[src/rtl/dac_sample_feeder.sv]
// Playback stage feeding the I2S DAC serializer: fetches 16-bit PCM samples
// over a req/ack port and presents one sample per LRC frame, with skip/repeat speed control.
module dac_sample_feeder #(
    parameter int unsigned ADDR_W  = 20,
    parameter int unsigned SPEED_W = 3
) (
    input  logic                clk_n,
    input  logic                rst,
    input  logic                start,
    input  logic                stop,
    input  logic                pause,
    input  logic                fast,
    input  logic [SPEED_W-1:0]  speed,
    input  logic [ADDR_W-1:0]   start_addr,
    input  logic [ADDR_W-1:0]   end_addr,
    input  logic                daclrc,
    output logic                mem_req,
    output logic [ADDR_W-1:0]   mem_addr,
    input  logic [15:0]         mem_rdata,
    input  logic                mem_ack,
    output logic [15:0]         data,
    output logic                busy,
    output logic                done,
    output logic                underrun
);

    typedef enum logic [1:0] {
        IDLE,
        FETCH,
        READY,
        DONE
    } state_t;

    state_t               state_q, state_d;
    logic                 s1_q, s2_q, s3_q;
    logic                 ev;
    logic [ADDR_W-1:0]    addr_q, addr_d;
    logic [SPEED_W-1:0]   rep_cnt_q, rep_cnt_d;
    logic [15:0]          staged_q, staged_d;
    logic [15:0]          data_q, data_d;
    logic                 mem_req_q, mem_req_d;
    logic                 done_q, done_d;
    logic                 underrun_q, underrun_d;

    logic [SPEED_W-1:0]   spd;
    logic [ADDR_W:0]      next_addr;
    logic                 past_end;
    logic                 last_repeat;
    logic                 need_addr;

    // Frame event is the synchronised rising edge of daclrc.
    assign ev          = s2_q & ~s3_q;
    assign spd         = (speed == '0) ? SPEED_W'(1) : speed;
    assign past_end    = addr_q > end_addr;
    // A start address beyond the end still plays its single sample only once.
    assign last_repeat = (rep_cnt_q >= (spd - SPEED_W'(1))) | past_end;

    always_comb begin
        next_addr = {1'b0, addr_q} + (fast ? (ADDR_W+1)'(spd) : (ADDR_W+1)'(1));
        need_addr = fast | last_repeat;
    end

    always_ff @(posedge clk_n) begin
        if (rst) begin
            state_q    <= IDLE;
            s1_q       <= 1'b0;
            s2_q       <= 1'b0;
            s3_q       <= 1'b0;
            addr_q     <= '0;
            rep_cnt_q  <= '0;
            staged_q   <= '0;
            data_q     <= '0;
            mem_req_q  <= 1'b0;
            done_q     <= 1'b0;
            underrun_q <= 1'b0;
        end else begin
            state_q    <= state_d;
            s1_q       <= daclrc;
            s2_q       <= s1_q;
            s3_q       <= s2_q;
            addr_q     <= addr_d;
            rep_cnt_q  <= rep_cnt_d;
            staged_q   <= staged_d;
            data_q     <= data_d;
            mem_req_q  <= mem_req_d;
            done_q     <= done_d;
            underrun_q <= underrun_d;
        end
    end

    always_comb begin
        state_d    = state_q;
        addr_d     = addr_q;
        rep_cnt_d  = rep_cnt_q;
        staged_d   = staged_q;
        data_d     = data_q;
        done_d     = 1'b0;
        underrun_d = underrun_q;

        if (stop) begin
            state_d = IDLE;
            data_d  = '0;
        end else begin
            unique case (state_q)
                IDLE: begin
                    if (start) begin
                        addr_d     = start_addr;
                        rep_cnt_d  = '0;
                        underrun_d = 1'b0;
                        state_d    = FETCH;
                    end
                end
                FETCH: begin
                    if (mem_ack && mem_req_q) begin
                        staged_d = mem_rdata;
                        state_d  = READY;
                    end
                    if (ev) begin
                        underrun_d = 1'b1;
                    end
                end
                READY: begin
                    if (ev) begin
                        if (pause) begin
                            data_d = '0;
                        end else begin
                            data_d = staged_q;
                            if (!fast) begin
                                rep_cnt_d = last_repeat ? '0 : rep_cnt_q + SPEED_W'(1);
                            end
                            if (need_addr) begin
                                if (next_addr > {1'b0, end_addr}) begin
                                    state_d = DONE;
                                end else begin
                                    addr_d  = next_addr[ADDR_W-1:0];
                                    state_d = FETCH;
                                end
                            end
                        end
                    end
                end
                DONE: begin
                    if (ev) begin
                        data_d  = '0;
                        done_d  = 1'b1;
                        state_d = IDLE;
                    end
                end
                default: state_d = IDLE;
            endcase
        end

        // Request tracks the FETCH state, so it drops on the edge that accepts the ack.
        mem_req_d = (state_d == FETCH);
    end

    always_comb begin
        busy     = (state_q != IDLE);
        mem_req  = mem_req_q;
        mem_addr = addr_q;
        data     = data_q;
        done     = done_q;
        underrun = underrun_q;
    end

endmodule
[config.mk]
export PLATFORM = sky130hd
export DESIGN_NAME = dac_sample_feeder
export DESIGN_NICKNAME = d
export VERILOG_FILES = /design/src/rtl/dac_sample_feeder.sv
export SDC_FILE = /design/constraint.sdc
export NUM_CORES = 1
export LEC_CHECK = 0
export CORE_MARGIN = 2
export CORE_UTILIZATION = 29
export CTS_BUF_LIST = sky130_fd_sc_hd__clkbuf_4
export DETAILED_ROUTE_END_ITERATION = 8
export GPL_TIMING_DRIVEN = 0
export SLEW_MARGIN = 30
export SYNTH_ARGS = -nofsm -noshare
export SYNTH_HDL_FRONTEND = slang
export SYNTH_SLANG_ARGS = --single-unit
[constraint.sdc]
create_clock -name clk_n -period 5.7 [get_ports clk_n]
set_clock_uncertainty 0.15 [all_clocks]
set_input_delay 1.425 -clock clk_n [delete_from_list [all_inputs] [get_ports clk_n]]
set_output_delay 1.425 -clock clk_n [all_outputs]
set_load 0.02 [all_outputs]
==> impl_metrics.env <==
# implementation run metrics
export IMPL_fp_util_pct=29.7
export IMPL_combPwrFrac_pct=23.5
export IMPL_ys_seq_share_pct=30.6
export IMPL_edf_count=0
export IMPL_grt_max_degree=12
export IMPL_hp_start="data[7]"
export IMPL_power_leakage_nw=2.26
export IMPL_dpl_cell_area_sq_um=5400
export IMPL_htree_levels=3
export IMPL_nNetsFinal=762
export IMPL_core_area_sq_um=13900
export IMPL_finalClockPeriodUsage_pct=95.6
export IMPL_status="completed"
export IMPL_path_clk_slew_ns=0.12
export IMPL_r2r_setup_slack_ns=1.48
export IMPL_critPathMaxFanout=7
export IMPL_hold_viol=0
export IMPL_ys_flop_type="dfxtp_1"
export IMPL_r2r_start="mem_addr[7]"
export IMPL_area_leaders="dfxtp_1, ha_1, a21oi_1"
export IMPL_synth_nets=641
export IMPL_setup_viol=0
export IMPL_warnings=26
export IMPL_min_path_cells=2
export IMPL_place_ws_ns=-1.06
export IMPL_cts_tree="yes"
export IMPL_synth_area_sq_um=4120
export IMPL_detail_route_wirelength_mm=13.0
export IMPL_holdWs_ns=0.312
export IMPL_hold_class="reg -> reg"
export IMPL_most_common_cell="nand2_1"
export IMPL_dpl_cell_count=810
export IMPL_syn_inst=525
export IMPL_reg2reg_to="mem_addr[16]"
export IMPL_synth_chip_area_sq_um=4120
export IMPL_post_dp_hpwl_mm=10.2
export IMPL_power_density_nw_per_um2=178
export IMPL_firstDrtPassIters=6
export IMPL_top_cells_by_count="nand2_1, dfxtp_1, a21oi_1"
export IMPL_synth_flop_count=63
export IMPL_p_seq_share_pct=46.4
export IMPL_areaGrowthSynthToFinish_pct=37.8
export IMPL_finalNonFillerCells=832
export IMPL_clockPowerShare_pct=30.2
export IMPL_tightest_slew_ns=0.896
export IMPL_slew_viol_final=0
export IMPL_grt_overflow_total=0
export IMPL_finalPower_w=0.00101
export IMPL_fmax_mhz=183
export IMPL_first_global_vias=4163
export IMPL_startpoint="speed[0]"
export IMPL_crit_type="in -> reg"
export IMPL_synthArstFlopShare_pct=0
export IMPL_syn_area_per_cell_sq_um=7.85
export IMPL_synth_cell_types=60
export IMPL_via_per_inst=5.11
export IMPL_grt_pass1_wl_mm=20.5
export IMPL_ir_worst_vdd_uv=85.9
export IMPL_fin_ws_ns=0.250
export IMPL_r2r_cells=16
export IMPL_synthDominantCellAreaShare_pct=30.6
export IMPL_layout_drive_gt1_share_pct=8.14
export IMPL_worst_endpoint_required_ns=5.89
export IMPL_insertion_delay_ns=0.39
export IMPL_gp_congestion=0.856
export IMPL_cts_sinks=63
export IMPL_cts_root_buffer="clkbuf_4"
export IMPL_worstSetupStartpointType="input port"
-- layer usage --
layer  part of all wire, %  up-vias  GRT usage, %
met1                    43     1990          22.9
met2                    47      128          28.1
met4                   2.5        0          6.96
met3                   6.9       20          2.91
li1                      -     2116             -
met5                     0        -             0
-- worst max-delay path, cell delays in order --
cell,delay [ns]
clkdlybuf4s50_1,0.41
nor2_2,0.13
nand2_1,0.07
ha_2,0.19
fa_2,0.35
a21oi_2,0.16
and4bb_4,0.26
and2_4,0.18
and3_4,0.20
xor2_1,0.14
ha_1,0.33
nand4_1,0.17
inv_1,0.08
a221oi_2,0.30
o21ai_1,0.13
nor2_2,0.20
a21oi_2,0.10
buf_6,0.15
or4_4,0.53
a21oi_2,0.12
-- flip-flops by register name (all words and copies together), names as in the netlist --
signal     flops
data          16
done           1
mem_addr      20
mem_req        1
rep_cnt_q      3
s1_q           1
s2_q           1
s3_q           1
staged_q      16
state_q        2
underrun       1
-- kinds of logic (layout without fill, tap and decap cells) --
| group | Yosys count | in the layout | share of synthesized area [%] |
|---|---|---|---|
| AOI/OAI and AO/OA | 134 | 134 | 20.4 |
| adders and majority gates | 49 | 49 | 15.1 |
| and+or+nand+nor | 202 | 202 | 23.9 |
| muxes | 3 | 3 | 0.729 |
| other | 0 | 1 | 0 |
| xor gates and xnor gates | 19 | 19 | 4.04 |
| DFF | 63 | 63 | 30.6 |
| buffers and inverters | 55 | 181 | 5.25 |
-- power by group through the flow --
stage	registers [W]	clock network, W	logic (W)
3_5_place_dp	0.000477	0	0.000225
6_report	0.000468	0.000304	0.000237
3_3_place_gp	0.000477	0	0.000220
2_1_floorplan	0.000482	0	0.000114
5_1_grt	0.000470	0.000336	0.000263
4_1_cts	0.000467	0.000313	0.000232
-- worst max-delay path by stage --
stage,endpoint,cells past startpoint,slack (ns)
6_report,mem_addr[16],20,0.25
2_1_floorplan,mem_addr[16],20,0.32
5_1_grt,mem_addr[16],20,-0.01
3_5_place_dp,mem_addr[11],21,-1.06
4_1_cts,mem_addr[16],21,0.02
3_3_place_gp,mem_addr[11],21,-0.99
-- repair_timing --
item / CTS / global route
pin swaps: 8 / 9
resized: 16 / 14
setup endpoints to repair: 22 / 19
setup buffers: 3 / 2
hold buffers: 0 / 0
-- cells in the final DEF (no fill, tap or decap), types with 4 or more instances in the layout --
cell type	instances
clkbuf_4	11
o21ai_0	15
nand3_1	20
clkdlybuf4s50_1	102
a22oi_1	7
a21oi_2	4
nor2b_1	7
and3_1	4
nor2_1	43
nand2_1	71
xnor2_1	9
ha_1	47
buf_4	5
nor4_1	4
dfxtp_1	63
clkbuf_1	20
a211oi_1	4
xor2_1	9
o41ai_1	5
inv_1	30
nand4_1	7
nor3_1	10
o211ai_1	9
and2_1	5
a21oi_1	58
-- cell type report --
cell class | count | area [sq um]
diodes | 1 | 2.50
plain buffers | 24 | 110
clock buffers | 10 | 75.1
clock inverters | 6 | 61.3
fillers | 1429 | 8200
inverters | 31 | 116
multi-input cells | 407 | 2740
flip-flops and latches | 63 | 1260
well taps | 180 | 225
repair buffers | 110 | 1090
Fig. 1: port wiring
Drawn at 3 px/micron.
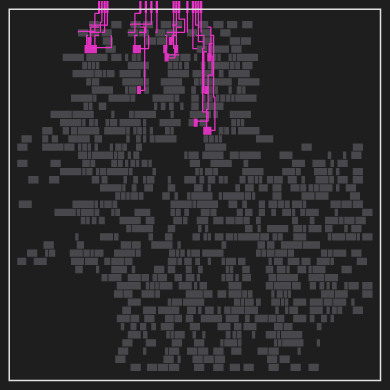
[magenta] mem_rdata | bits: 16 | direction: input | edge: top | end cells: 16 | buffers: 16 | wire: 387 microns
IO Port Bufs: 105
IO Pins: 107

Fig. 2: signal wires by layer
Drawn at 3 px/micron.
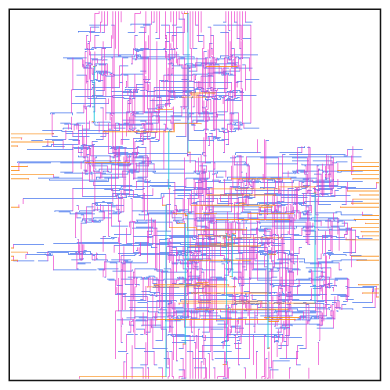
[orange] metal 3 | wire length: 896 microns
[cyan] metal 4 | wire length: 322 microns
[blue] metal 1 | wire length: 5650 microns
[magenta] metal 2 | wire length: 6130 microns
Vias: 4254
post-DR wirelength/cell: 15.6 microns
Total GRT Usage: 17.3%

Fig. 3: where the registers sit
Drawn at 2 px/micron. Other sequential cells in the stronger gray, the rest of the logic in the fainter gray.
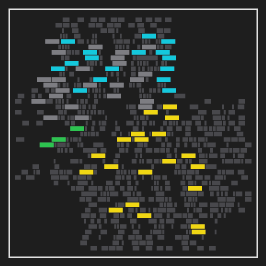
[cyan] data | sequential cells: 16 | where: top center
[green] rep_cnt_q | sequential cells: 3
[yellow] mem_addr | sequential cells: 20
sequential power: 0.000468 W
Seq area share: 22.2%
register area: 1260 sq um

Fig. 4: ports around the boundary
Drawn at 2 px/micron. Pins as bars across the die edge, other pins in gray.
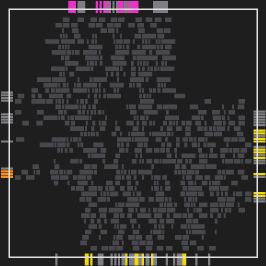
[orange] speed | pins: 3 | direction: input | edge: left
[magenta] mem_rdata | pins: 16 | direction: input | edge: top
[yellow] mem_addr | pins: 20 | direction: output | edge: 10 bottom, 10 right
die width: 123 microns
Die Y: 123 microns

Fig. 5: congestion heat map
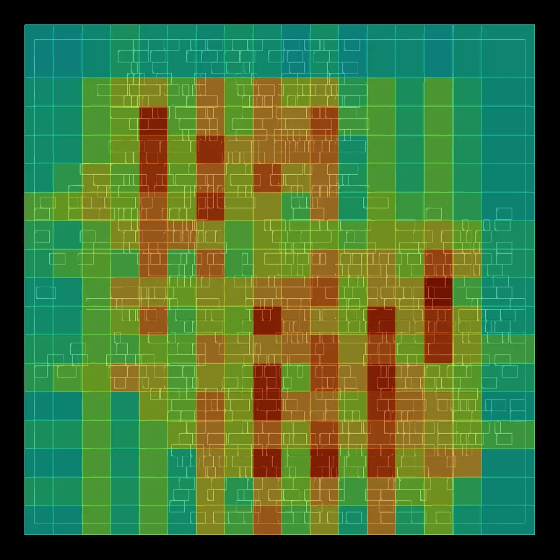
grt met2 use: 28.1%
met1 usage: 22.9%
met3 Use GR: 2.91%

Power figures rest on the tool's default switching activity, not on a simulated workload.
